==> config.mk <==
export PLATFORM = sky130hd
export DESIGN_NAME = divider_sequencer
export DESIGN_NICKNAME = d
export VERILOG_FILES = /design/src/rtl/divider_sequencer.sv
export SDC_FILE = /design/constraint.sdc
export NUM_CORES = 1
export LEC_CHECK = 0
export CAP_MARGIN = 20
export CORE_UTILIZATION = 49
export DETAILED_ROUTE_END_ITERATION = 6
export GPL_TIMING_DRIVEN = 0
export PLACE_DENSITY = 0.82
export SLEW_MARGIN = 30
export SYNTH_ARGS = -nofsm -noshare
export SYNTH_HDL_FRONTEND = slang
export SYNTH_SLANG_ARGS = --single-unit
==> constraint.sdc <==
create_clock -name clk -period 3.21 [get_ports clk]
set_input_delay 0.642 -clock clk [delete_from_list [all_inputs] [get_ports clk]]
set_output_delay 0.642 -clock clk [all_outputs]
set_load 0.1 [all_outputs]
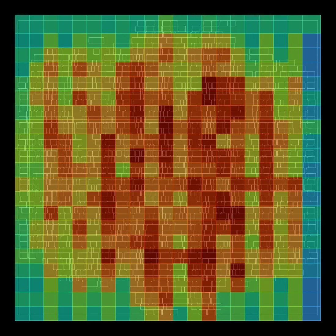
*Congestion heat map*
met1 Usage GRT: 0.350
final core utilization: 0.638

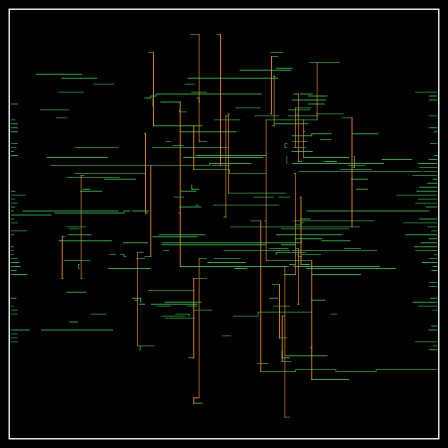
*Metal layers overlaid*
Only two layers are drawn.
legend:
  met3:
    colour: green
    wire_length: 2180 um
  met4:
    colour: orange
    wire_length: 908 um
gr usage total: 0.289
drt total wl: 31.3 mm
DR vias: 10188
Wirelength per Cell: 18.1 um

==> deck_impl_summary.md <==
Implementation Results

Power
  – Clock group: 2.02 mW
  – Comb. pwr: between 0.9 and 1 mW
  – Final Power: ~5.3 mW
  – Sw Ratio: 0.298
  – Internal Pwr Total: about 3.7 mW
  – Net Sw Power: ~1.6 mW
  – Pwr top: sequential cells

Worst hold path
  – HP Class: reg2reg

Worst setup path
  – Crit-path cells: clkdlybuf4s50_1, inv_1, ha_2, a21oi_2, o21ai_2, or4b_1, o311ai_2, a21oi_2, o21ai_2, buf_4, mux2_2, a22oi_2, o21ai_1
  – Startpoint types: input port
  – WP buf/inv: 3
  – Worst Path Required: 3.53 ns
  – WP depth: 13
  – Crit path DAT: 3.44 ns
  – Slowest CP cell: clkdlybuf4s50_1
  – Reg-to-reg slack, setup: 0.14 ns
  – CP Capture Type: register
  – CP peak stage delay: between 0.4 and 0.5 ns

Job
  – Tool warnings: 58
  – Max-Cap Viols: 0

Synth
  – Ys flops: approximately 170
  – Avg Cell Area, Syn: roughly 8 um^2
  – Top-area cell share: 0.333
  – Syn. warnings: 0
  – Cell variety after synth: 73
  – Synth Area in XOR/XNOR: 0.0997
  – Adder Area Share: 0.0482
  – Yosys chip area: between 0.01 and 0.015 mm^2
  – Synth mux share: 0.0381
  – Async SR Flop Fraction: 0
  – Leading area contributor after synthesis: dfxtp_1
  – Seq/Total Area, Yosys: 0.333
  – Ys cells: 1283

Finish
  – Flop share of the area: 0.264
  – Non-Filler Instances: 1729
  – Inverter count: 56
  – Nets: 1585
  – Multi-input gates: between 900 and 1000
  – Buffering overhead: 0.139
  – Largest cell class: logic gates
  – Seq. cell area: 0.00343 mm^2
  – ClkCell Share: 0.0442

CTS
  – CTS buffer count: 17
  – CTS max path bufs: 2
  – Postcts setup bufs: 7
  – CTS H-Tree Depth: 4
  – Hold-fix buffers, CTS: 0
  – Clk sinks: 171
  – Root Buffer: clkbuf_16
  – CTS tree: yes

Detailed routing
  – Drt drc: 0
  – Drt first pass iters: 7
  – Met2 routed WL: about 15 mm
  – Met1 wire length: about 13 mm

Die
  – Number of cell rows: ~52
  – Tap Count: ~270
  – Core Footprint: 0.0204 mm^2
  – Num ports: between 150 and 200
  – Total die area: 0.0216 mm^2

Run status
  – Status: complete, no violations

Placement
  – Placed cell area: about 0.012 mm^2
  – I/O Buffers: 136

STA
  – Final hold violation count: 0
  – Setup TNS: 0 ns
  – Worst-margin pin slew: 0.986 ns
  – Period utilization: 0.973
  – F_max: 0.320 GHz
  – Relative slew slack: 0.341
  – Slew Viols, Final: 0

GRT
  – Routing usage on met2: 0.506
  – Largest net degree at the start of global routing: 20
Power and IR drop assume default switching activity.
